[src/rtl/approx_adder_pipe.sv]
// Pipelined approximate adder with a per-transaction mode and imprecise-part width k.
// Handshakes on both sides use valid/ready; one or two register stages.
module approx_adder_pipe #(
    parameter int ADDER_LENGTH  = 32,
    parameter int IMPRECISE_MAX = 16,
    parameter int PIPE_STAGES   = 2,
    localparam int KW = $clog2(IMPRECISE_MAX + 1)
) (
    input  logic                    clk,
    input  logic                    rst,
    input  logic                    in_valid,
    output logic                    in_ready,
    input  logic [ADDER_LENGTH-1:0] a,
    input  logic [ADDER_LENGTH-1:0] b,
    input  logic [1:0]              mode,
    input  logic [KW-1:0]           imp_bits,
    output logic                    out_valid,
    input  logic                    out_ready,
    output logic [ADDER_LENGTH:0]   sum,
    output logic [1:0]              out_mode
);

    localparam int N = ADDER_LENGTH;
    localparam logic [KW-1:0] KMAX = KW'(IMPRECISE_MAX);
    localparam logic [N-1:0]  ONE  = N'(1);

    logic [KW-1:0] k_clamp;
    logic [KW-1:0] k_eff;
    logic [N-1:0]  lmask;
    logic [N-1:0]  msb;
    logic [N-1:0]  lower;
    logic          carry;
    logic [N-1:0]  a_hi;
    logic [N-1:0]  b_hi;

    logic          out_valid_reg;
    logic [N:0]    sum_reg;
    logic [1:0]    out_mode_reg;

    // Upper part is exact over the operand bits above k, then placed back at bit k.
    function automatic logic [N:0] upper_sum(input logic [N-1:0] ah, input logic [N-1:0] bh,
                                             input logic c, input logic [KW-1:0] kk);
        logic [N:0] t;
        t = {1'b0, ah} + {1'b0, bh} + {{N{1'b0}}, c};
        return t << kk;
    endfunction

    // Exact mode is expressed as k=0, so one datapath serves all four modes.
    always_comb begin
        k_clamp = (imp_bits > KMAX) ? KMAX : imp_bits;
        k_eff   = (mode == 2'd0) ? '0 : k_clamp;
        lmask   = (ONE << k_eff) - ONE;
        msb     = (k_eff == '0) ? '0 : (ONE << (k_eff - 1'b1));
        a_hi    = a >> k_eff;
        b_hi    = b >> k_eff;
        lower   = '0;
        carry   = 1'b0;
        case (mode)
            2'd1: begin
                lower = b & lmask;
                carry = |(a & msb);
            end
            2'd2: begin
                lower = (a | b) & lmask;
                carry = (|(a & msb)) & (|(b & msb));
            end
            default: begin
                lower = '0;
                carry = 1'b0;
            end
        endcase
    end

    generate
        if (PIPE_STAGES == 1) begin : g_one
            logic adv;
            assign adv      = !out_valid_reg || out_ready;
            assign in_ready = adv;

            always_ff @(posedge clk or posedge rst) begin
                if (rst) begin
                    out_valid_reg <= 1'b0;
                    sum_reg       <= '0;
                    out_mode_reg  <= '0;
                end else if (adv) begin
                    out_valid_reg <= in_valid;
                    if (in_valid) begin
                        sum_reg      <= upper_sum(a_hi, b_hi, carry, k_eff) | {1'b0, lower};
                        out_mode_reg <= mode;
                    end
                end
            end
        end else begin : g_two
            logic          v1_reg;
            logic [N-1:0]  s1_lower_reg;
            logic          s1_carry_reg;
            logic [N-1:0]  s1_ahi_reg;
            logic [N-1:0]  s1_bhi_reg;
            logic [KW-1:0] s1_k_reg;
            logic [1:0]    s1_mode_reg;
            logic          adv2;
            logic          load1;

            assign adv2     = !out_valid_reg || out_ready;
            assign in_ready = !v1_reg || adv2;
            assign load1    = in_valid && in_ready;

            always_ff @(posedge clk or posedge rst) begin
                if (rst) begin
                    v1_reg        <= 1'b0;
                    s1_lower_reg  <= '0;
                    s1_carry_reg  <= 1'b0;
                    s1_ahi_reg    <= '0;
                    s1_bhi_reg    <= '0;
                    s1_k_reg      <= '0;
                    s1_mode_reg   <= '0;
                    out_valid_reg <= 1'b0;
                    sum_reg       <= '0;
                    out_mode_reg  <= '0;
                end else begin
                    if (load1) begin
                        v1_reg       <= 1'b1;
                        s1_lower_reg <= lower;
                        s1_carry_reg <= carry;
                        s1_ahi_reg   <= a_hi;
                        s1_bhi_reg   <= b_hi;
                        s1_k_reg     <= k_eff;
                        s1_mode_reg  <= mode;
                    end else if (adv2) begin
                        v1_reg <= 1'b0;
                    end
                    if (adv2) begin
                        out_valid_reg <= v1_reg;
                        if (v1_reg) begin
                            sum_reg      <= upper_sum(s1_ahi_reg, s1_bhi_reg, s1_carry_reg, s1_k_reg)
                                            | {1'b0, s1_lower_reg};
                            out_mode_reg <= s1_mode_reg;
                        end
                    end
                end
            end
        end
    endgenerate

    assign out_valid = out_valid_reg;
    assign sum       = sum_reg;
    assign out_mode  = out_mode_reg;

endmodule

[config.mk]
export PLATFORM = sky130hd
export DESIGN_NAME = approx_adder_pipe
export DESIGN_NICKNAME = d
export VERILOG_FILES = /design/src/rtl/approx_adder_pipe.sv
export SDC_FILE = /design/constraint.sdc
export NUM_CORES = 1
export LEC_CHECK = 0
export ABC_AREA = 1
export CORE_UTILIZATION = 60
export CTS_BUF_LIST = sky130_fd_sc_hd__clkbuf_4
export DETAILED_ROUTE_END_ITERATION = 7
export PLACE_DENSITY = 0.86
export SLEW_MARGIN = 25
export SYNTH_ARGS = -nofsm -noshare
export SYNTH_HDL_FRONTEND = slang
export SYNTH_SLANG_ARGS = --single-unit
export TNS_END_PERCENT = 5
[constraint.sdc]
create_clock -name clk -period 12.6 [get_ports clk]
set_input_delay 2.52 -clock clk [delete_from_list [all_inputs] [get_ports clk]]
set_output_delay 2.52 -clock clk [all_outputs]
set_load 0.02 [all_outputs]
### Sequential cells grouped by signal name, run 1

(2 px per um)
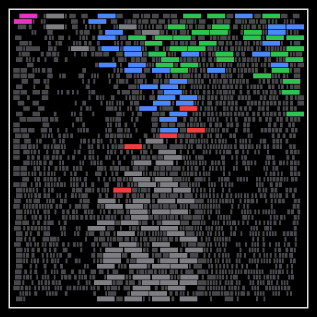
colour	netlist name	flops
blue	`g_two.s1_lower_reg`	32
red	`g_two.s1_k_reg`	5
magenta	`g_two.s1_mode_reg`	2
green	`sum`	33
area used by sequential logic in the layout: 0.00353 mm^2
fraction of area in registers: 24.8%
Seq group: 0.000637 W

### Nets reached from selected ports, run 1

(3 px per um)
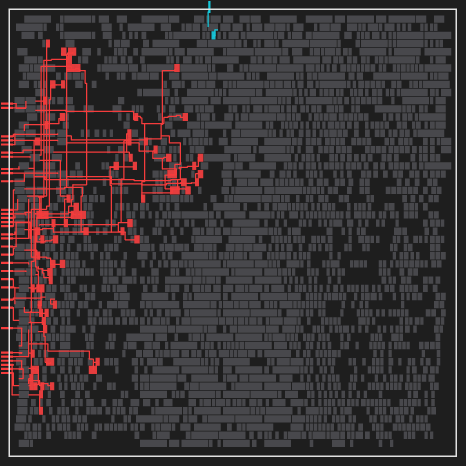
colour	port	bits	direction	end cells	buffers	wire
red	`b`	32	input	76	32	1540 um
cyan	`out_ready`	1	input	1	1	9.30 um
Top-Level Pins: 112
number of input and output port buffers inserted: 111

### Metal layers overlaid, run 1

(2 px per um)
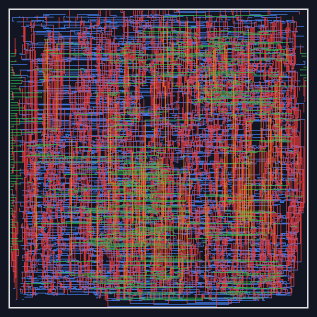
colour	layer	wire length
blue	metal 1	18600 um
green	metal 3	4910 um
orange	metal 4	2560 um
red	metal 2	21.3 mm
average wire per standard cell: 19.4 um
vias after detailed routing: 15100
GRT Resource Usage Total: 43.5%

-- run 1: where the power goes --
part	internal, W	switching, W
registers	0.000555	0.0000823
logic	0.000426	0.000826
clock network	0.0000849	0.000195
total	0.00107	0.00110
-- run 1: layout make-up --
class / instances / area share [%]
multi-input combinational: 1575 / 54.7
timing repair buffer: 120 / 8.30
clock buffer: 17 / 0.896
antenna: 2 / 0.0351
sequential: 141 / 24.8
tap: 275 / 2.42
inverter: 299 / 7.92
clock inverter: 15 / 0.905
-- run 1: metrics by stage --
stage	utilization, %	cell area (um^2)	std cells
6_report	67.7	14200	2444
5_1_grt	67.7	14200	2443
4_1_cts	67.7	14200	2442
3_5_place_dp	66.5	14000	2410
3_3_place_gp	66.5	14000	2410
2_1_floorplan	-	12900	2121
-- run 1: cell usage in the layout (no fill, tap or decap), types with 18 or more instances in the layout --
master	Yosys	layout
nand3_1	283	283
ha_1	35	35
o21ai_1	89	89
nand2_1	618	617
nand4_1	18	18
clkdlybuf4s50_1	0	111
inv_1	280	278
a21oi_1	55	55
nor2_1	158	158
o21ai_0	136	136
dfrtp_1	141	141
-- run 1: logic make-up (layout without fill, tap and decap cells) --
| kind of cell | Yosys count | after routing | synth area share [%] |
|---|---|---|---|
| AND-OR/OR-AND | 391 | 391 | 17.9 |
| XOR/XNOR | 10 | 10 | 0.680 |
| AND/OR/NAND/NOR | 1124 | 1124 | 37.2 |
| adder cells (fa/ha/maj) | 37 | 37 | 3.71 |
| other | 0 | 2 | 0 |
| multiplexers | 13 | 13 | 1.01 |
| buffers and inverters | 405 | 451 | 12.1 |
| flip-flops | 141 | 141 | 27.4 |
-- run 1: final timing paths --
path	start	end	slack (ns)	cells after the start
setup / recovery	out_ready	in_ready	6.32	4
setup reg to reg	out_valid	g_two.s1_ahi_reg[11]	9.09	7
min in group asynchronous	rst	out_mode[1]	2.34	2
hold / removal	g_two.s1_mode_reg[1]	out_mode[1]	0.49	2
hold reg to reg	g_two.s1_mode_reg[1]	out_mode[1]	0.49	2
max in group asynchronous	rst	g_two.s1_bhi_reg[16]	9.09	3
-- run 1: worst max-delay path, delay by kind of cell --
family	cells	cell delay (ns)
AND/OR/NAND/NOR	1	0.12
buffers and inverters	3	1.12
-- run 1: routing by layer --
| layer | up-vias | GRT usage [%] |
|---|---|---|
| met5 | - | 0 |
| met4 | 0 | 22.1 |
| met3 | 203 | 8.22 |
| met2 | 994 | 69.1 |
| met1 | 6878 | 56.5 |
| li1 | 7033 | - |
==> tab_implementation.tex, run 1 <==
% Implementation results table
\begin{tabular}{lr}
\hline
Metric & Value \\
\hline
\multicolumn{2}{l}{\textbf{Synth}} \\
Sequential area share after synthesis & 27.4\% \\
Gate Count Post-Synth & 2121 \\
Library cells used by synthesis & 54 \\
Share of flip-flops with an asynchronous set or reset & 100\% \\
Synth flops & 141 \\
Netlist area before placement & 0.0129 mm\^{}2 \\
Top cell area share & 27.4\% \\
Most common reg cell & dfrtp\_1 \\
Dominant cell by count in the synthesized netlist & nand2\_1 \\
Dominant cell type by area after synthesis & dfrtp\_1 \\
Number of flops mapped to enable cells by yosys & 0 \\
Post-Synthesis Net Count & 2233 \\
Chip area from the yosys synthesis statistics & 0.0129 mm\^{}2 \\
Top cells by area in the synthesized netlist & dfrtp\_1, nand2\_1, nand3\_1 \\
Cell total in the yosys stat output & 2121 \\
Number of warnings issued by yosys & 0 \\
Syn avg cell area & 6.07 um\^{}2 \\
Cell types with the highest counts after synthesis & nand2\_1, nand3\_1, inv\_1 \\
\multicolumn{2}{l}{\textbf{Clocking}} \\
Clock transition time at the flip-flop clock pins of the worst setup and hold paths & 0.16 ns \\
Count of clock tree sinks & 141 \\
Number of buffers inserted to repair setup after CTS & 0 \\
H-tree lvl count & 4 \\
Clock tree root buffer cell & clkbuf\_4 \\
Post-CTS Hold Fix Bufs & 0 \\
CTS buffer count & 17 \\
Clock latency on the worst-skew pair & 0.59 ns \\
Number of gates resized after CTS & 0 \\
Worst-case clock buffer depth & 2 \\
TritonCTS clock tree & done \\
\multicolumn{2}{l}{\textbf{Final timing}} \\
Worst Slack Setup Final & 6.32 ns \\
Transition time at the pin with the least slew margin & 1.07 ns \\
Fmax & 159 MHz \\
Worst-case hold slack & 0.491 ns \\
Ratio of final minimum period to clock period & 49.9\% \\
Clock Skews & 0.0421 ns \\
Unrepaired setup endpoints after global routing & false \\
Final setup violation count & 0 \\
Number of hold-slack violations in the final timing report & 0 \\
Final total negative setup slack & 0 ns \\
Time the final worst path needs with I/O delays and setup & 6.28 ns \\
Final slew viol count & 0 \\
Worst slew margin relative to its limit & 28.7\% \\
\multicolumn{2}{l}{\textbf{Power}} \\
Tot Pwr & 0.00217 W \\
Total power divided by cell area & 152 mW/mm\^{}2 \\
Max VDD drop & 0.0653 mV \\
Standby leakage power & 7.36 nW \\
\multicolumn{2}{l}{\textbf{Setup path}} \\
Max stage delay on crit path & 0.62 ns \\
Top cell by count, worst path & clkdlybuf4s50\_1 \\
Max FO, Critical Path & 3 \\
WS Path Type & input pin to output pin \\
Highest-delay cell along the critical path & clkdlybuf4s50\_1 \\
Startpoint types & input pin \\
Critical path capture point type & output pin \\
Data required time of the worst path & 10.08 ns \\
Critical-path cell list & clkdlybuf4s50\_1 > inv\_1 > nand3\_1 > clkdlybuf4s50\_1 \\
Endpoint arrival time on the critical path & 3.76 ns \\
\multicolumn{2}{l}{\textbf{Floorplan}} \\
Full die area & 0.0221 mm\^{}2 \\
Core Box Area & 0.0210 mm\^{}2 \\
Die extent in y & 149 um \\
Cell Rows & 53 \\
FP Core Util & 61.3\% \\
Die width & 149 um \\
\multicolumn{2}{l}{\textbf{Job}} \\
Warning total across the stage logs & 28 \\
Maximum capacitance violations & 0 \\
\multicolumn{2}{l}{\textbf{Route}} \\
Avg Vias per Cell & 6.18 \\
Number of remaining DRC errors & 1 \\
Metal1 wirelength & 18600 um \\
Met2 wire length & 21300 um \\
Wire length on met3 & 4910 um \\
Antenna violation net count after detailed routing & 0 \\
DRT Pass-1 Iters & 8 \\
Top routing layer in use & met4 \\
Total wire length & 47400 um \\
DR iter-0 viols & 1980 \\
\multicolumn{2}{l}{\textbf{Worst hold path}} \\
Class of the tightest hold or removal check & flip-flop to flip-flop \\
\multicolumn{2}{l}{\textbf{Global routing}} \\
Initial antenna violation count & 1 \\
Via count of the first global-routing pass & 13800 \\
Global route overflow & 0 \\
Global-route wire length before repair & 73800 um \\
Largest net degree at the start of global routing & 97 \\
\multicolumn{2}{l}{\textbf{Layout}} \\
Area of the multi-input gates & 0.00779 mm\^{}2 \\
Final layout net count & 2266 \\
Filler instances & 1917 \\
Area overhead of the layout relative to synthesis & 10.5\% \\
Share of final-layout standard cells stronger than drive strength 1 & 3.92\% \\
Max reg flops & 33 \\
\multicolumn{2}{l}{\textbf{Outcome}} \\
Violations in the final reports & DRC \\
Outcome & finished with violations \\
\multicolumn{2}{l}{\textbf{Placement}} \\
Detailed placer's ending HPWL & 37100 um \\
GPL Wtd Cong & 1.05 \\
Worst slack, placed & 6.33 ns \\
\hline
\end{tabular}
==> run 2, diff against run 1 <==
CORE_UTILIZATION = 55   (was 60)
PLACE_DENSITY = 0.84   (was 0.86)
clock period = 5.63 ns   (was 12.6 ns; I/O delays follow)
### Metal layers overlaid, run 2

(2 px per um)
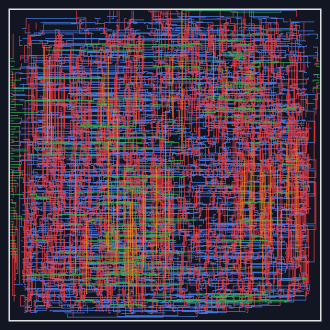
colour	layer	wire length
green	metal 3	3930 um
red	metal 2	20.9 mm
blue	metal 1	19900 um
orange	metal 4	1700 um
total wire length: 46400 um
GRT Resource Usage Total: 38.8%
average wire per standard cell: 18.7 um
vias after detailed routing: 14800

==> run 2 against run 1 <==
The flow now finishes without violations; power up 130%; area after synthesis unchanged; largest cell class unchanged; non-clock buffer count is 6 higher; cell count rose by 1.7%; hold slack better by 0.0088 ns; worst setup slack lost 4.8 ns; critical endpoint is now g_two.s1_lower_reg[14]; cell area rose by 1.1%; highest routed layer unchanged.
==> tab_implementation.tex, run 2 <==
% Implementation results table
\begin{tabular}{lr}
\hline
Metric & Value \\
\hline
\multicolumn{2}{l}{\textbf{Outcome}} \\
Outcome & completed \\
\multicolumn{2}{l}{\textbf{Final timing}} \\
Final total negative setup slack & 0 ns (unchanged) \\
Worst slew margin relative to its limit & 32.4\% (+3.7 points) \\
Number of hold-slack violations in the final timing report & 0 (unchanged) \\
Time the final worst path needs with I/O delays and setup & 4.12 ns \\
Transition time at the pin with the least slew margin & 1.01 ns (-0.0543 ns) \\
Ratio of final minimum period to clock period & 73.2\% \\
Clock Skews & 0.0322 ns (-0.00992 ns) \\
Worst Slack Setup Final & 1.51 ns (-4.81 ns) \\
Fmax & 243 MHz \\
Final setup violation count & 0 (unchanged) \\
Final slew viol count & 0 (unchanged) \\
Unrepaired setup endpoints after global routing & false \\
\multicolumn{2}{l}{\textbf{Synth}} \\
Number of warnings issued by yosys & 0 (unchanged) \\
Syn avg cell area & 6.07 um\^{}2 (unchanged) \\
Share of flip-flops with an asynchronous set or reset & 100\% (unchanged) \\
Area fraction in compound gates after synthesis & 17.9\% (unchanged) \\
Most common reg cell & dfrtp\_1 \\
Dominant cell by count in the synthesized netlist & nand2\_1 \\
Xor/xnor cell area share of the yosys netlist & 0.680\% (unchanged) \\
Synth flops & 141 (unchanged) \\
Post-Synthesis Net Count & 2233 (unchanged) \\
Cell types with the highest counts after synthesis & nand2\_1, nand3\_1, inv\_1 \\
Number of flops mapped to enable cells by yosys & 0 (unchanged) \\
Chip area from the yosys synthesis statistics & 0.0129 mm\^{}2 (unchanged) \\
Adders+Majority by Area & 3.71\% (unchanged) \\
Netlist area before placement & 0.0129 mm\^{}2 (unchanged) \\
Cell total in the yosys stat output & 2121 (unchanged) \\
Gate Count Post-Synth & 2121 (unchanged) \\
Top cells by area in the synthesized netlist & dfrtp\_1, nand2\_1, nand3\_1 \\
Share of synthesized area spent on multiplexers & 1.01\% (unchanged) \\
Dominant cell type by area after synthesis & dfrtp\_1 \\
Top cell area share & 27.4\% (unchanged) \\
Sequential area share after synthesis & 27.4\% (unchanged) \\
Largest family of logic cells by area & simple AND/OR/NAND/NOR gates \\
Library cells used by synthesis & 54 (unchanged) \\
And+or+nand+nor area frac & 37.2\% (unchanged) \\
\multicolumn{2}{l}{\textbf{Worst hold path}} \\
Worst hold path stage count & 2 (unchanged) \\
Class of the tightest hold or removal check & flip-flop to flip-flop \\
\multicolumn{2}{l}{\textbf{Layout}} \\
Most common cell after layout, fill and taps aside & nand2\_1 \\
Area overhead of the layout relative to synthesis & 11.7\% \\
Commonest cells after routing, fill and taps aside & nand2\_1, nand3\_1, inv\_1, nor2\_1, dfrtp\_1 \\
Final layout net count & 2272 (+0.26\%) \\
Max reg flops & 33 (unchanged) \\
Share of final-layout standard cells stronger than drive strength 1 & 4.19\% (+0.27 points) \\
\multicolumn{2}{l}{\textbf{Setup path}} \\
R2r setup slk & 2.43 ns (-6.66 ns) \\
Critical-path cell list & clkdlybuf4s50\_1 > inv\_1 > ha\_1 > nor2\_8 > nand2\_8 > inv\_2 > nor2\_2 > nand2\_1 > inv\_2 > nand3\_1 > ha\_1 > nand4\_2 > nor2\_2 > inv\_2 > nor2\_4 > nand3\_1 > a21oi\_1 > o21ai\_1 > o21ai\_1 \\
Critical path capture point type & flip-flop \\
Endpoint arrival time on the critical path & 4.59 ns (+0.83 ns) \\
Depth of the worst register-to-register path & 19 (+12) \\
Max stage delay on crit path & 0.48 ns (-0.14 ns) \\
WS Path Type & input pin to flip-flop \\
Highest-delay cell along the critical path & clkdlybuf4s50\_1 \\
Data required time of the worst path & 6.10 ns (-3.98 ns) \\
Max FO, Critical Path & 90 (+87) \\
Startpoint types & input pin \\
Top cell by count, worst path & inv\_2 \\
\multicolumn{2}{l}{\textbf{Clocking}} \\
Number of gates resized after CTS & 0 (unchanged) \\
Number of buffers inserted to repair setup after CTS & 0 (unchanged) \\
Post-CTS Hold Fix Bufs & 0 (unchanged) \\
Clock tree root buffer cell & clkbuf\_4 \\
Clock latency on the worst-skew pair & 0.56 ns (-0.03 ns) \\
Worst-case clock buffer depth & 2 (unchanged) \\
Clock transition time at the flip-flop clock pins of the worst setup and hold paths & 0.15 ns (about the same) \\
H-tree lvl count & 4 (unchanged) \\
TritonCTS clock tree & done \\
Count of clock tree sinks & 141 (unchanged) \\
CTS buffer count & 17 (unchanged) \\
\multicolumn{2}{l}{\textbf{Power}} \\
Max VDD drop & 0.169 mV (+160\%) \\
Tot Pwr & 0.00496 W (+130\%) \\
Total power divided by cell area & 344 mW/mm\^{}2 (+130\%) \\
Standby leakage power & 7.42 nW (+0.75\%) \\
\multicolumn{2}{l}{\textbf{Route}} \\
DRT Pass-1 Iters & 8 (unchanged) \\
DR iter-0 viols & 2008 (+1.4\%) \\
Antenna violation net count after detailed routing & 0 (unchanged) \\
Number of remaining DRC errors & 0 (-1) \\
Avg Vias per Cell & 5.93 (-4.0\%) \\
\multicolumn{2}{l}{\textbf{Floorplan}} \\
Cell Rows & 55 (+3.8\%) \\
Die extent in y & 155 um (+4.4\%) \\
Top-Level Pins & 112 (unchanged) \\
Full die area & 0.0240 mm\^{}2 (+9.0\%) \\
FP Core Util & 56.6\% (-4.7 points) \\
Die width & 155 um (+4.4\%) \\
Core Box Area & 0.0228 mm\^{}2 (+8.4\%) \\
\multicolumn{2}{l}{\textbf{Global routing}} \\
Global-route wire length before repair & 72200 um (-2.3\%) \\
Via count of the first global-routing pass & 13400 (-2.8\%) \\
Initial antenna violation count & 1 (unchanged) \\
Largest net degree at the start of global routing & 101 (+4.1\%) \\
Global route overflow & 0 (unchanged) \\
\multicolumn{2}{l}{\textbf{Placement}} \\
GPL Wtd Cong & 1.03 (-1.4\%) \\
Detailed placer's ending HPWL & 36800 um (-0.85\%) \\
Worst slack, placed & 1.00 ns (-5.33 ns) \\
Number of input and output port buffers inserted & 111 (unchanged) \\
\multicolumn{2}{l}{\textbf{Job}} \\
Maximum capacitance violations & 0 (unchanged) \\
Warning total across the stage logs & 30 (+7.1\%) \\
\hline
\end{tabular}
-- run 2: metrics by stage --
stage	hold slack [ns]	std cells	utilization (%)	area [um^2]
floorplan	0.442	2121	-	12900
global placement	0.464	2454	61.8	14100
detailed placement	0.469	2454	61.8	14100
CTS	0.500	2485	63.2	14400
global route	0.522	2486	63.2	14400
finish	0.500	2486	63.2	14400
-- run 2: logic make-up after synthesis --
kind of cell	count (synthesis)
AND-OR/OR-AND	391
XOR/XNOR	10
adder cells (fa/ha/maj)	37
buffers and inverters	405
flip-flops	141
multiplexers	13
AND/OR/NAND/NOR	1124
-- run 2: cell type report --
class / count / area, um^2
repair buffers: 126 / 1220
clock inverters: 13 / 191
diodes: 1 / 2.50
flip-flops and latches: 141 / 3530
well taps: 313 / 392
fillers: 2258 / 8380
clock buffers: 18 / 135
multi-input cells: 1575 / 7790
inverters: 299 / 1130
-- run 2: critical path: cells and delay by family --
family	cells	cell delay (ns)
simple gates	9	1.40
compound gates	3	0.32
fa+ha+maj	2	0.51
buf+inv	5	1.19
-- run 2: path summary, 6_finish.rpt --
path,start,end
setup / recovery,mode[0],g_two.s1_lower_reg[14]
hold / removal,out_mode[0],out_mode[0]
setup reg to reg,g_two.s1_carry_reg,sum[32]
hold reg to reg,out_mode[0],out_mode[0]
max in group asynchronous,rst,g_two.s1_lower_reg[29]
min in group asynchronous,rst,g_two.s1_mode_reg[0]
-- run 2: power by group --
part	total (W)	switching [W]	internal, W
clock network	0.000767	0.000408	0.000359
registers	0.00143	0.000183	0.00124
logic	0.00277	0.00181	0.000957
-- run 2: layer usage --
metal	part of all wire (%)	up-vias	track usage, %
met5	0	-	0
met3	8.5	119	5.24
met2	45	839	62.7
met1	43	6759	52.7
met4	3.7	0	15.6
li1	-	7037	-
No activity file was given, so power comes from the tool's default toggle rates.
